--- src/rtl/bcd_timer_if.sv ---
// rtl/bcd_timer_if.sv - control and display bundle for bcd_timer; dir_i exists only under BCD_TIMER_COUNTDOWN_EN
interface bcd_timer_if;
   logic       clk_div_i;
   logic       start_i;
   logic       stop_i;
   logic       clear_i;
`ifdef BCD_TIMER_COUNTDOWN_EN
   logic       dir_i;
`endif
   logic [3:0] sec_u_o;
   logic [3:0] sec_t_o;
   logic [3:0] min_u_o;
   logic [3:0] min_t_o;
   logic       running_o;
   logic       roll_o;

`ifdef BCD_TIMER_COUNTDOWN_EN
   modport master (
      output clk_div_i, start_i, stop_i, clear_i, dir_i,
      input  sec_u_o, sec_t_o, min_u_o, min_t_o, running_o, roll_o
   );
   modport slave (
      input  clk_div_i, start_i, stop_i, clear_i, dir_i,
      output sec_u_o, sec_t_o, min_u_o, min_t_o, running_o, roll_o
   );
`else
   modport master (
      output clk_div_i, start_i, stop_i, clear_i,
      input  sec_u_o, sec_t_o, min_u_o, min_t_o, running_o, roll_o
   );
   modport slave (
      input  clk_div_i, start_i, stop_i, clear_i,
      output sec_u_o, sec_t_o, min_u_o, min_t_o, running_o, roll_o
   );
`endif
endinterface

--- src/rtl/bcd_timer.sv ---
// rtl/bcd_timer.sv - MM:SS BCD stopwatch driven by a divided clock; BCD_TIMER_COUNTDOWN_EN adds down counting
// A qualified clk_div_i edge feeds a prescaler whose wrap registers a second-step applied one edge later.
module bcd_timer #(
   parameter int unsigned TICKS_PER_SEC = 1,
   parameter int unsigned MAX_MIN       = 59
) (
   input  logic        clk,
   input  logic        rst,
   bcd_timer_if.slave  bus
);

   typedef enum logic [1:0] {
      IDLE  = 2'd0,
      RUN   = 2'd1,
      PAUSE = 2'd2
   } state_t;

   localparam logic [15:0] PRESC_LAST = 16'(TICKS_PER_SEC - 1);
   localparam logic [3:0]  MAX_MT     = 4'(MAX_MIN / 10);
   localparam logic [3:0]  MAX_MU     = 4'(MAX_MIN % 10);

   state_t      state_q, state_d;
   logic        div_q;
   logic [15:0] presc_q, presc_d;
   logic        step_q, step_d;
   logic        roll_q, roll_d;
   logic [3:0]  su_q, su_d;
   logic [3:0]  st_q, st_d;
   logic [3:0]  mu_q, mu_d;
   logic [3:0]  mt_q, mt_d;

   logic tick;
   logic running;
   logic sec_max;
   logic min_max;
   logic at_zero;
   logic count_down;

`ifdef BCD_TIMER_COUNTDOWN_EN
   assign count_down = bus.dir_i;
`else
   assign count_down = 1'b0;
`endif

   assign tick    = bus.clk_div_i & ~div_q;
   assign running = (state_q == RUN);
   assign sec_max = (st_q == 4'd5) && (su_q == 4'd9);
   assign min_max = (mt_q == MAX_MT) && (mu_q == MAX_MU);
   assign at_zero = (mt_q == 4'd0) && (mu_q == 4'd0) && (st_q == 4'd0) && (su_q == 4'd0);

   always_ff @(posedge clk or negedge rst) begin
      if (!rst) begin
         state_q <= IDLE;
         div_q   <= 1'b0;
         presc_q <= '0;
         step_q  <= 1'b0;
         roll_q  <= 1'b0;
         su_q    <= '0;
         st_q    <= '0;
         mu_q    <= '0;
         mt_q    <= '0;
      end else begin
         state_q <= state_d;
         div_q   <= bus.clk_div_i;
         presc_q <= presc_d;
         step_q  <= step_d;
         roll_q  <= roll_d;
         su_q    <= su_d;
         st_q    <= st_d;
         mu_q    <= mu_d;
         mt_q    <= mt_d;
      end
   end

   always_comb begin
      state_d = state_q;
      presc_d = presc_q;
      step_d  = 1'b0;
      roll_d  = 1'b0;
      su_d    = su_q;
      st_d    = st_q;
      mu_d    = mu_q;
      mt_d    = mt_q;

      if (bus.clear_i) begin
         state_d = IDLE;
         presc_d = '0;
         su_d    = '0;
         st_d    = '0;
         mu_d    = '0;
         mt_d    = '0;
      end else begin
         case (state_q)
            IDLE:    if (bus.start_i) state_d = RUN;
            RUN:     if (bus.stop_i)  state_d = PAUSE;
            PAUSE:   if (bus.start_i) state_d = RUN;
            default: state_d = IDLE;
         endcase

         if (running && tick) begin
            if (presc_q == PRESC_LAST) begin
               presc_d = '0;
               step_d  = 1'b1;
            end else begin
               presc_d = presc_q + 16'd1;
            end
         end

         // A step already issued is applied even if stop arrived in the same cycle.
         if (step_q) begin
            if (count_down) begin
               if (at_zero) begin
                  roll_d  = 1'b1;
                  state_d = IDLE;
                  presc_d = '0;
               end else if (su_q != 4'd0) begin
                  su_d = su_q - 4'd1;
               end else begin
                  su_d = 4'd9;
                  if (st_q != 4'd0) begin
                     st_d = st_q - 4'd1;
                  end else begin
                     st_d = 4'd5;
                     if (mu_q != 4'd0) begin
                        mu_d = mu_q - 4'd1;
                     end else begin
                        mu_d = 4'd9;
                        mt_d = mt_q - 4'd1;
                     end
                  end
               end
            end else if (sec_max && min_max) begin
               su_d   = '0;
               st_d   = '0;
               mu_d   = '0;
               mt_d   = '0;
               roll_d = 1'b1;
            end else if (su_q != 4'd9) begin
               su_d = su_q + 4'd1;
            end else begin
               su_d = 4'd0;
               if (st_q != 4'd5) begin
                  st_d = st_q + 4'd1;
               end else begin
                  st_d = 4'd0;
                  if (mu_q != 4'd9) begin
                     mu_d = mu_q + 4'd1;
                  end else begin
                     mu_d = 4'd0;
                     mt_d = mt_q + 4'd1;
                  end
               end
            end
         end
      end
   end

   assign bus.sec_u_o   = su_q;
   assign bus.sec_t_o   = st_q;
   assign bus.min_u_o   = mu_q;
   assign bus.min_t_o   = mt_q;
   assign bus.running_o = running;
   assign bus.roll_o    = roll_q;

endmodule
--- src/flat_wrapper.sv ---
// flat-port wrapper written by rule: the top's interface ports become plain ports
module bcd_timer_flat 
#(
   parameter int unsigned TICKS_PER_SEC = 1,
   parameter int unsigned MAX_MIN       = 59
)
  (clk, rst, bus_clk_div_i, bus_start_i, bus_stop_i, bus_clear_i, bus_sec_u_o, bus_sec_t_o, bus_min_u_o, bus_min_t_o, bus_running_o, bus_roll_o);
  bcd_timer_if bus_i ();
  input  logic clk;
  input  logic rst;
  input wire logic [$bits(bus_i.clk_div_i)-1:0] bus_clk_div_i;
  input wire logic [$bits(bus_i.start_i)-1:0] bus_start_i;
  input wire logic [$bits(bus_i.stop_i)-1:0] bus_stop_i;
  input wire logic [$bits(bus_i.clear_i)-1:0] bus_clear_i;
  output wire logic [$bits(bus_i.sec_u_o)-1:0] bus_sec_u_o;
  output wire logic [$bits(bus_i.sec_t_o)-1:0] bus_sec_t_o;
  output wire logic [$bits(bus_i.min_u_o)-1:0] bus_min_u_o;
  output wire logic [$bits(bus_i.min_t_o)-1:0] bus_min_t_o;
  output wire logic [$bits(bus_i.running_o)-1:0] bus_running_o;
  output wire logic [$bits(bus_i.roll_o)-1:0] bus_roll_o;
  assign bus_i.clk_div_i = bus_clk_div_i;
  assign bus_i.start_i = bus_start_i;
  assign bus_i.stop_i = bus_stop_i;
  assign bus_i.clear_i = bus_clear_i;
  assign bus_sec_u_o = bus_i.sec_u_o;
  assign bus_sec_t_o = bus_i.sec_t_o;
  assign bus_min_u_o = bus_i.min_u_o;
  assign bus_min_t_o = bus_i.min_t_o;
  assign bus_running_o = bus_i.running_o;
  assign bus_roll_o = bus_i.roll_o;
  bcd_timer #(.TICKS_PER_SEC(TICKS_PER_SEC), .MAX_MIN(MAX_MIN)) u_core (.clk(clk), .rst(rst), .bus(bus_i));
endmodule
--- config.mk ---
export PLATFORM = sky130hd
export DESIGN_NAME = bcd_timer_flat
export DESIGN_NICKNAME = d
export VERILOG_FILES = /design/src/rtl/bcd_timer_if.sv /design/src/rtl/bcd_timer.sv /design/src/flat_wrapper.sv
export SDC_FILE = /design/constraint.sdc
export NUM_CORES = 1
export LEC_CHECK = 0
export ABC_AREA = 1
export CAP_MARGIN = 20
export CORE_ASPECT_RATIO = 0.6
export CORE_MARGIN = 2
export CORE_UTILIZATION = 52
export CTS_BUF_LIST = sky130_fd_sc_hd__clkbuf_8 sky130_fd_sc_hd__clkbuf_16
export DETAILED_ROUTE_END_ITERATION = 10
export GPL_TIMING_DRIVEN = 1
export PLACE_DENSITY = 0.74
export SETUP_SLACK_MARGIN = 0.5
export SYNTH_ARGS = -nofsm -noshare
export SYNTH_HDL_FRONTEND = slang
export SYNTH_SLANG_ARGS = --single-unit
--- constraint.sdc ---
create_clock -name clk -period 4.1 [get_ports clk]
set_clock_uncertainty 0.05 [all_clocks]
set_input_delay 0.82 -clock clk [delete_from_list [all_inputs] [get_ports clk]]
set_output_delay 0.82 -clock clk [all_outputs]
set_load 0.05 [all_outputs]
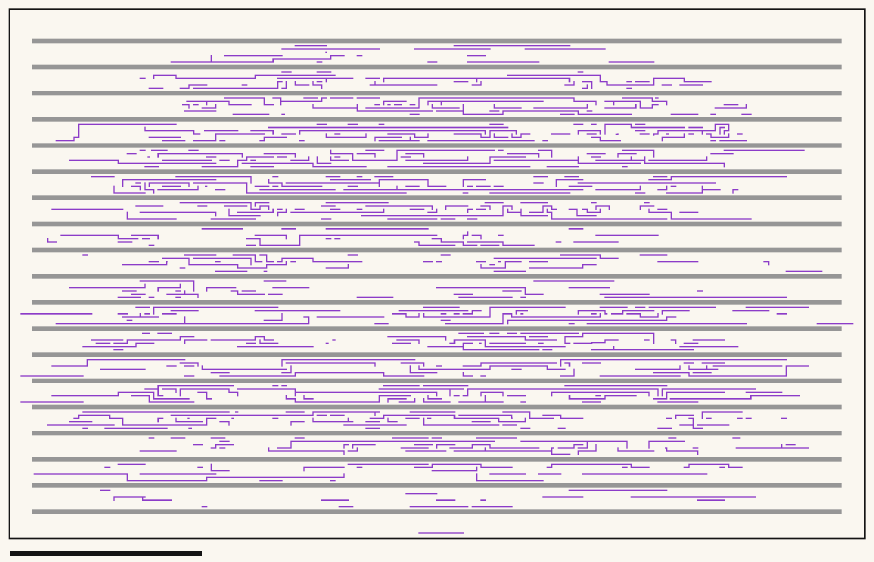
*Metal 1, run 1*
Bar = 20 um. Supply wires on this layer in grey.
The longest straight run is 26.2 um. The layer carries 2,670 um of wire. The wires run mostly horizontal.

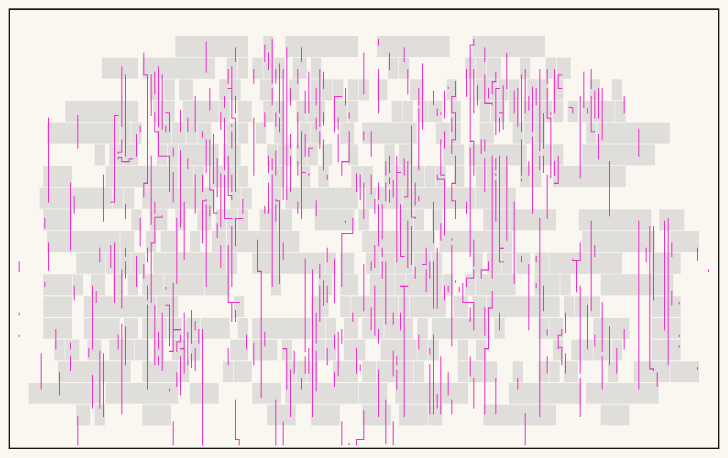
*The metal 2 layer, run 1*
250 nets have wire on it. The layer holds 36% of the routed length. The layer carries 1,740 um of wire.

==> notes.md, run 1 <==
run metrics: Switching Fraction=37.91%, largest net degree at the start of global routing=38, Floorplan Nets=314, CP Data Required Time=3230 ps, I/O Pins=24, crit path buf inv count=1, comb_multi_in=225, worst hold endpoint=u_core.bus.min_t_o[3]$_DFFE_PN0P_, routability cong.=0.8613, count of input and output buffers=23, hold_buf cts=0, r2r worst-path depth=9, yosys stat area=2245 sq um, r2r setup slk=2430 ps, cycle use final=61.81%, DRC=0, max reg flops=16, EDFF count, synth=0, drt pass-1 iters=4, OpenROAD warning count=31, Pint=613.1 uW, Fin. Hold Viols=0, fp util=54.46%, die width=88.82 um, Crit Path Class=reg2out, delay-heaviest family, CP=buffers and inverters, gr busiest metal=met1, adder share=5.574%, Non-clock buffer share=8.671%, Mapped Cells=298, vias in the first global route=1,665, Dominant comb cell=simple AND/OR/NAND/NOR gates, first-pass GRT wire length=8142 um, Place WS=1589 ps, met2 usage=28.61%, top cells by count=nand2_1 (80), nor2_1 (45), dfrtp_1 (37), syn_area_per_cell=7.532 sq um, Commonest Layout Cell=nand2_1, outcome=finished, final reports clean, Syn-to-layout area delta=15.72%, initial antenna violation count=0, sequential power share=44.2%, total CTS buffers=5, setup TNS=0 ps, Detailed Route WL=4769 um, # fillers=381, top layer in use=met4, mapped cell area=2245 sq um, Flop Count=37, Clock transition at path regs=70 ps, hold path depth=2, core area=4121 sq um, WL met2=1739 um, final worst slack=1566 ps, Top cells excl fill/tap=nand2_1 (80), nor2_1 (45), dfrtp_1 (37), Setup crit end=bus_running_o, final net count=341, Worst R2R Start=u_core.bus.sec_u_o[1]$_DFFE_PN0P_, ys flops=37, Buffers, non-clock=23, Synth top cell by count=nand2_1, Inverters excl. clock=33, Most flops, register=u_core.presc_q, Final ANT Viol Nets=0, Comb/total area=44.85%, post-synth top area cell=dfrtp_1, critical-path cell list=nor2_2, clkdlybuf4s50_1, worst slew pin tran=821.7 ps, Seq. pwr=437 uW, Post-DP HPWL=3628 um, CP Launch Type=flip-flop, comb pwr=307 uW, Top pwr grp=registers, Routed WL per cell=12.35 um, Leak Pwr=0.001241 uW, Largest stage delay, worst path=830 ps, number of DRC markers in iteration 0=140, antenna cells=0, setup bufs post-CTS=0, mux share=0%, Synth cell types=28, clk_lat worst skew=290 ps, Inst Count DP=378, post-layout util=63.02%, Overall Global Routing Usage=22.75%, Seq/total area=35.65%, htree depth=2, clock-cell share of area=3.083%, # Taps=60, Clk power=244 uW, placed inst area=2517 sq um, met3 Use GR=5.045%, Cell Pwr Density=380.2 nW/um^2, Max-Cap Viols=0, Critical Path Start=u_core.state_q[1]$_DFFE_PN0P_, Reg-to-Reg End=u_core.bus.min_u_o[2]$_DFFE_PN0P_, cells in synth_stat.txt=298, Sink Count=37, max frequency=0.3946 GHz, Post-Synth AOI/OAI Area=8.528%, Hold Crit Start=u_core.bus.min_t_o[3]$_DFFE_PN0P_, maximum VDD drop=0.2386 mV, # clk buffers=5, simple-gate share of the synthesized area=35.45%, xor and xnor area share after synthesis=2.341%, # rows=18, Crit-path slowest cell=clkdlybuf4s50_1, Die H=54.89 um, crit end category=output port, clock root buffer=clkbuf_8, Synth area leaders=dfrtp_1 (41%), nand2_1 (13%), nor2_1 (7.5%), nand3_1 (6.9%), ha_1 (5.6%), Crit path arrival time=1660 ps, Slew Limit Fails=0, CTS max path bufs=2, P_sw=374.4 uW, worst hold path class=reg2reg, relative slew slack=45.22%, Die Area=4875 sq um, asr flop ratio synth=100.0%
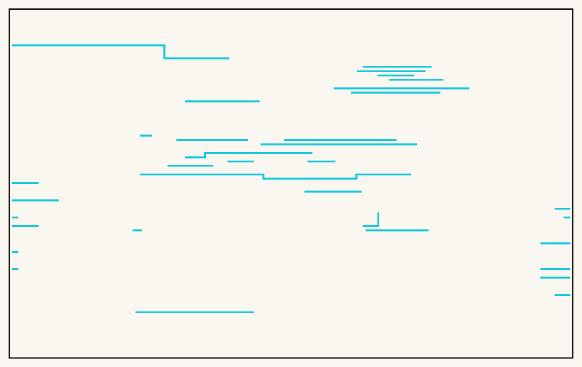
*Metal 3, run 1*
The longest straight run is 24.4 um. 31 nets have wire on it. The wires run mostly horizontal.

### Cells coloured by class, run 1

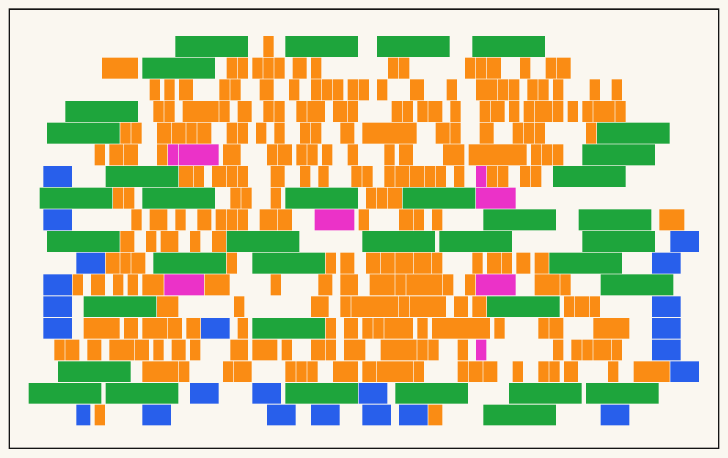

## Run 2: what changed since run 1
Settings changed: CORE_UTILIZATION 52 to 51, PLACE_DENSITY 0.74 to 0.76.
Clock period 4.1 ns to 2.05 ns, I/O delays scaled along.
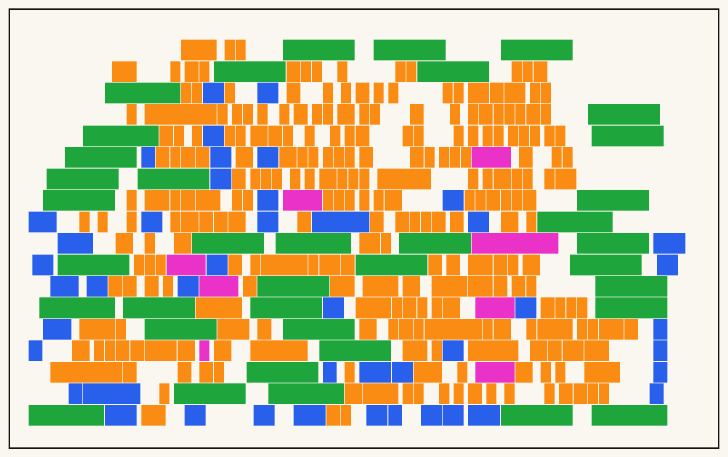
*Cells coloured by class, run 2*
Key: registers = green [cells 37, share of their area 33%]; clock drivers and dummy loads = magenta [cells 8, share of their area 4.1%]; remaining buffers and delay cells = blue [cells 45, share of their area 13%]; remaining logic cells = orange [cells 258, share of their area 49%]

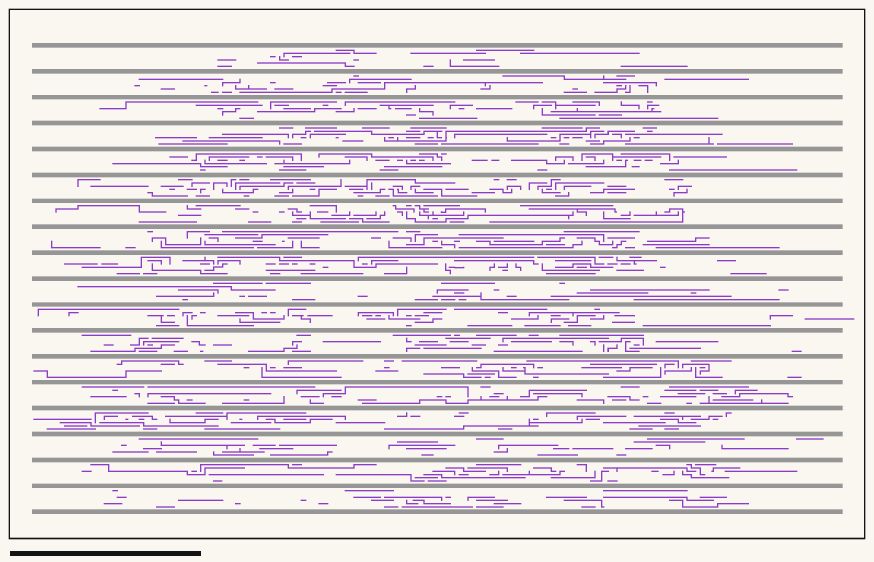
*Metal 1, run 2*
Bar = 20 um. Supply wires on this layer in grey.
The longest straight run is 20.2 um. 334 nets have wire on it.

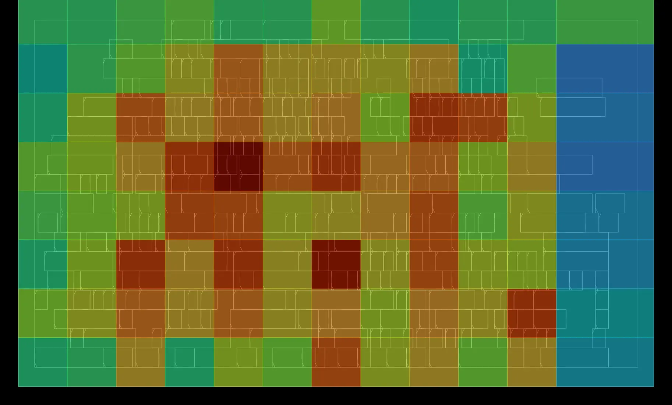
*Congestion heat map, run 2*
gr busiest metal: met1
met3 Use GR: 5.680%
met2 usage: 28.99%
post-layout util: 69.31%

==> run 2 against run 1 <==
Synthesized cell count did not move. Count of clock-buffer cells in the layout rose by 1. Die area rose by 1.8%. Combinational power rose by 110%. Sequential power rose by 100%. Wire length rose by 14%. Via count rose by 9.5%.
==> notes.md, run 2 <==
run metrics: outcome=finished, final reports clean, core area=4167 sq um (+1.1%), Syn-to-layout area delta=28.65%, worst slew pin tran=453.9 ps (-367.8 ps), Final ANT Viol Nets=0 (unchanged), placed inst area=2580 sq um (+2.5%), Detailed Route WL=5452 um (+14%), htree depth=2 (unchanged), top layer in use=met4, die width=89.65 um (+0.93%), Synth cell types=28 (unchanged), WL met2=2255 um (+30%), Sink Count=37 (unchanged), vias in the first global route=1,858 (+12%), setup TNS=0 ps (unchanged), antenna cells=0 (unchanged), Crit path arrival time=1720 ps (+60 ps), Crit-path slowest cell=clkdlybuf4s50_1, Post-DP HPWL=3661 um (+0.89%), max reg flops=16 (unchanged), crit path buf inv count=3 (+2), number of DRC markers in iteration 0=132 (-5.7%), OpenROAD warning count=34 (+9.7%), # clk buffers=6 (+1), total CTS buffers=5 (unchanged), Post-Synth AOI/OAI Area=8.528% (unchanged), maximum VDD drop=0.5800 mV (+140%), Final min period=1546 ps, routability cong.=0.8886 (+3.2%), Flop Count=37 (unchanged), clock root buffer=clkbuf_8, r2r worst-path depth=7 (-2), Synth top cell by count=nand2_1, crit end category=flip-flop, max frequency=0.6467 GHz, cells in synth_stat.txt=298 (unchanged), delay-heaviest family, CP=buffers and inverters, Fin. Hold Viols=0 (unchanged), final worst slack=503.7 ps (-1062 ps), Top pwr grp=registers, cycle use final=75.43%, Inst Count DP=381 (+0.79%), Slew Limit Fails=0 (unchanged), Overall Global Routing Usage=22.45% (-0.30 points), hold_buf cts=0 (unchanged), fp util=53.87% (-0.59 points), worst hold path class=in2async, Leak Pwr=0.001393 uW (+12%), Place WS=220.3 ps (-1369 ps), Non-Filler Instances=408, Crit Path Class=in2reg, register area share after synthesis=41.25%, mux share=0% (unchanged), first-pass GRT wire length=8673 um (+6.5%), Non-clock buffer share=12.87% (+4.2 points), clock-cell share of area=4.029% (+0.95 points), Clock transition at path regs=80 ps (about the same), Floorplan Nets=314 (unchanged), Switching Fraction=36.26% (-1.6 points), Mapped Cells=298 (unchanged), r2r setup slk=500 ps (-1930 ps), I/O Pins=24 (unchanged), simple-gate share of the synthesized area=35.45% (unchanged), DRC=0 (unchanged), ys flops=37 (unchanged), Reg-to-Reg End=u_core.bus.min_t_o[3]$_DFFE_PN0P_, clk_lat worst skew=290 ps (about the same), Synth area leaders=dfrtp_1 (41%), nand2_1 (13%), nor2_1 (7.5%), nand3_1 (6.9%), ha_1 (5.6%), # Taps=60 (unchanged), comb pwr=658 uW (+110%), syn_area_per_cell=7.532 sq um (unchanged), Gates resized, CTS repair=46, Comb/total area=43.63% (-1.2 points), Worst R2R Start=u_core.bus.sec_u_o[1]$_DFFE_PN0P_, CP Data Required Time=2220 ps (-1010 ps), Top cells excl fill/tap=nand2_1 (69), nor2_1 (43), nand3_1 (30), # rows=18 (unchanged), relative slew slack=69.74% (+25 points), Max-Cap Viols=0 (unchanged), vias=2,131, xor and xnor area share after synthesis=2.341% (unchanged), EDFF count, synth=0 (unchanged), mapped cell area=2245 sq um (unchanged), setup bufs post-CTS=0 (unchanged), Seq/total area=32.41% (-3.2 points), final net count=363 (+6.5%), Setup crit end=u_core.presc_q[3]$_DFFE_PN0P_, Cell Pwr Density=766.8 nW/um^2 (+100%), top cells by count=nand2_1 (80), nor2_1 (45), dfrtp_1 (37), critical-path cell list=clkdlybuf4s50_1, inv_1, nor2_1, nand2_2, nand2_2, buf_4, nand3_1, a21oi_2, Dominant comb cell=simple AND/OR/NAND/NOR gates, Seq. pwr=890 uW (+100%), count of input and output buffers=23 (unchanged), post-synth top area cell=dfrtp_1, CP Launch Type=input port, Die H=55.39 um (+0.91%), Most flops, register=u_core.presc_q, Commonest Layout Cell=nand2_1, # fillers=327 (-14%), comb_multi_in=225 (unchanged), Met3 Routed Length=452 um, adder share=5.574% (unchanged), initial antenna violation count=0 (unchanged), Inverters excl. clock=33 (unchanged), Largest stage delay, worst path=470 ps (-360 ps), P_sw=803.0 uW (+110%), largest net degree at the start of global routing=20 (-47%), cell mode on critical path=nand2_2, Routed WL per cell=13.36 um (+8.2%), CTS max path bufs=2 (unchanged), sequential power share=40.2% (-4.0 points), Pint=1411 uW (+130%), Clk power=666 uW (+170%), drt pass-1 iters=5 (+1), asr flop ratio synth=100.0% (unchanged), Buffers, non-clock=45 (+96%), yosys stat area=2245 sq um (unchanged), Die Area=4965 sq um (+1.8%), Critical Path Start=bus_clk_div_i
## Run 3: what changed since run 2
Settings changed: CORE_UTILIZATION 51 to 52, PLACE_DENSITY 0.76 to 0.74.
Clock period 2.05 ns to 1.59 ns, I/O delays scaled along.
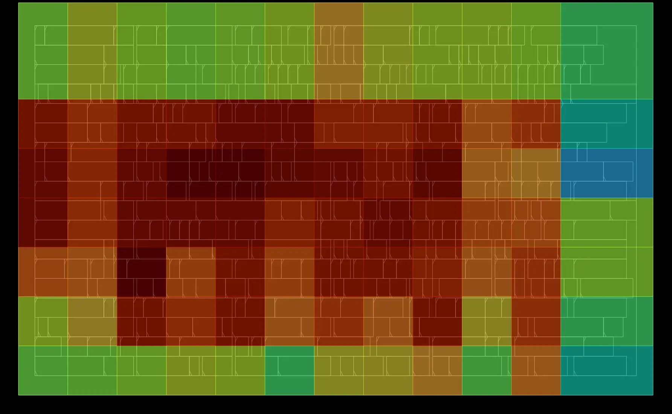
*Congestion heat map, run 3*
met2 usage: 50.12%
Routed WL per cell: 24.18 um
post-layout util: 92.93%
Overall Global Routing Usage: 31.26%
met1 global-route usage: 41.90%

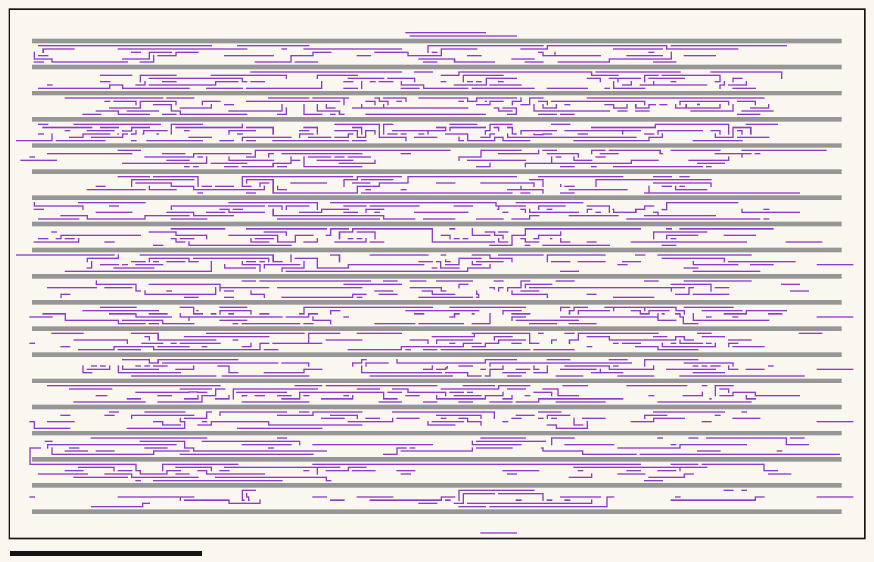
*Metal 1, run 3*
Bar = 20 um. Supply wires on this layer in grey.
The layer carries 3,650 um of wire. The layer holds 33% of the routed length. The longest straight run is 34.0 um. The wires run mostly horizontal.

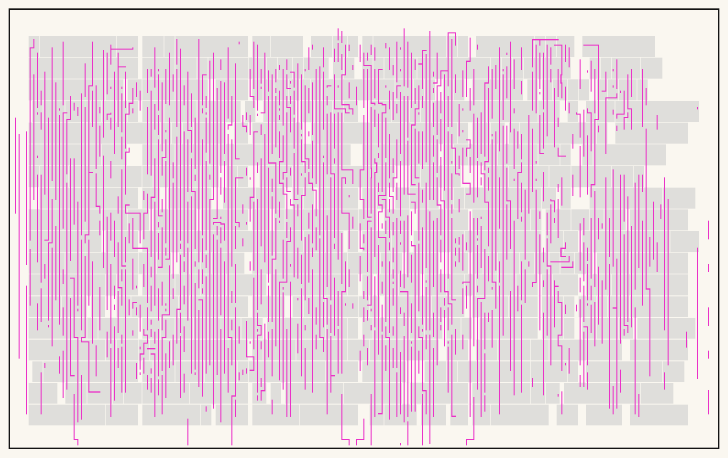
*The metal 2 layer, run 3*
The longest straight run is 28.1 um. The layer holds 42% of the routed length. The layer carries 4,580 um of wire. The wires run mostly vertical. 375 nets have wire on it.

==> run 3 against run 2 <==
The flow now finishes with violations (setup timing). Cell area grew 33%. Via count grew 44%. Combinational power is 150% higher. Worst setup slack worse by 630 ps. Count of clock-buffer cells in the layout increased by 1. Global-route usage grew 8.8 points. Largest power group is now combinational cells.
==> notes.md, run 3 <==
run metrics: final worst slack=-123.7 ps (-627.4 ps), comb pwr=1630 uW (+150%), Reg-to-Reg End=u_core.presc_q[15]$_DFFE_PN0P_, count of input and output buffers=23 (unchanged), Synth top cell by count=nand2_1, die width=88.82 um (-0.92%), Gates resized, CTS repair=68 (+48%), xor and xnor area share after synthesis=2.341% (unchanged), clock root buffer=clkbuf_8, drt pass-1 iters=9 (+4), Non-Filler Instances=454 (+11%), Dominant comb cell=simple AND/OR/NAND/NOR gates, clk_lat worst skew=320 ps (+30 ps), OpenROAD warning count=35 (+2.9%), Largest stage delay, worst path=390 ps (-80 ps), Seq/total area=24.76% (-7.6 points), yosys stat area=2245 sq um (unchanged), critical-path cell list=buf_4, nand2_1, nor2_1, nand2_1, nor2_1, nor2_1, nor2_2, nand2_1, nand2_1, hold_buf cts=1 (+1), clock-cell share of area=2.646% (-1.4 points), mapped cell area=2245 sq um (unchanged), Max-Cap Viols=0 (unchanged), mux share=0% (unchanged), Die H=54.89 um (-0.90%), largest net degree at the start of global routing=21 (+5.0%), Setup crit end=u_core.presc_q[15]$_DFFE_PN0P_, cycle use final=107.8%, top cells by count=nand2_1 (80), nor2_1 (45), dfrtp_1 (37), crit end category=flip-flop, Clk power=808 uW (+21%), relative slew slack=74.55% (+4.8 points), post-synth top area cell=dfrtp_1, vias=3,073 (+44%), EDFF count, synth=0 (unchanged), htree depth=2 (unchanged), Critical Path Start=u_core.presc_q[9]$_DFFE_PN0P_, # fillers=130 (-60%), Buffers, non-clock=90 (+100%), antenna cells=0 (unchanged), gr busiest metal=met2, Post-Synth AOI/OAI Area=8.528% (unchanged), register area share after synthesis=41.25% (unchanged), first-pass GRT wire length=11,170 um (+29%), Synth area leaders=dfrtp_1 (41%), nand2_1 (13%), nor2_1 (7.5%), nand3_1 (6.9%), ha_1 (5.6%), Comb/total area=40.57% (-3.1 points), P_sw=1386 uW (+73%), Mapped Cells=298 (unchanged), Commonest Layout Cell=nand2_1, CP Launch Type=flip-flop, # rows=18 (unchanged), Fin. Hold Viols=0 (unchanged), setup bufs post-CTS=32 (+32), number of DRC markers in iteration 0=609 (+360%), CP Data Required Time=1800 ps (-420 ps), r2r worst-path depth=9 (+2), cells in synth_stat.txt=298 (unchanged), outcome=finished, violations left, final net count=409 (+13%), crit path buf inv count=1 (-2), Seq. pwr=1170 uW (+31%), Switching Fraction=38.44% (+2.2 points), Post-DP HPWL=3947 um (+7.8%), met3 Use GR=6.973% (+1.3 points), Sink Count=37 (unchanged), Clock transition at path regs=80 ps (about the same), Non-clock buffer share=26.36% (+13 points), Worst R2R Start=u_core.presc_q[9]$_DFFE_PN0P_, routability cong.=0.9142 (+2.9%), max reg flops=16 (unchanged), Final ANT Viol Nets=0 (unchanged), Top cells excl fill/tap=nand2_1 (56), buf_4 (45), nor2_1 (28), Inverters excl. clock=34 (+3.0%), setup TNS=-177.7 ps (-177.7 ps), Crit path arrival time=1920 ps (+200 ps), top layer in use=met5, Leak Pwr=0.001768 uW (+27%), WL met2=4578 um (+100%), Met3 Routed Length=1679 um (+270%), I/O Pins=24 (unchanged), Top pwr grp=combinational cells, max frequency=0.5835 GHz, Inst Count DP=394 (+3.4%), Crit Path Class=reg2reg, endpoints failing setup=3, adder share=5.574% (unchanged), Cell Pwr Density=941.3 nW/um^2 (+23%), Detailed Route WL=10,980 um (+100%), cell mode on critical path=nand2_1, Pint=2219 uW (+57%), ys flops=37 (unchanged), fp util=54.46% (+0.59 points), asr flop ratio synth=100.0% (unchanged), placed inst area=2935 sq um (+14%), failing checks=setup timing
No activity file was given, so power comes from the tool's default toggle rates.
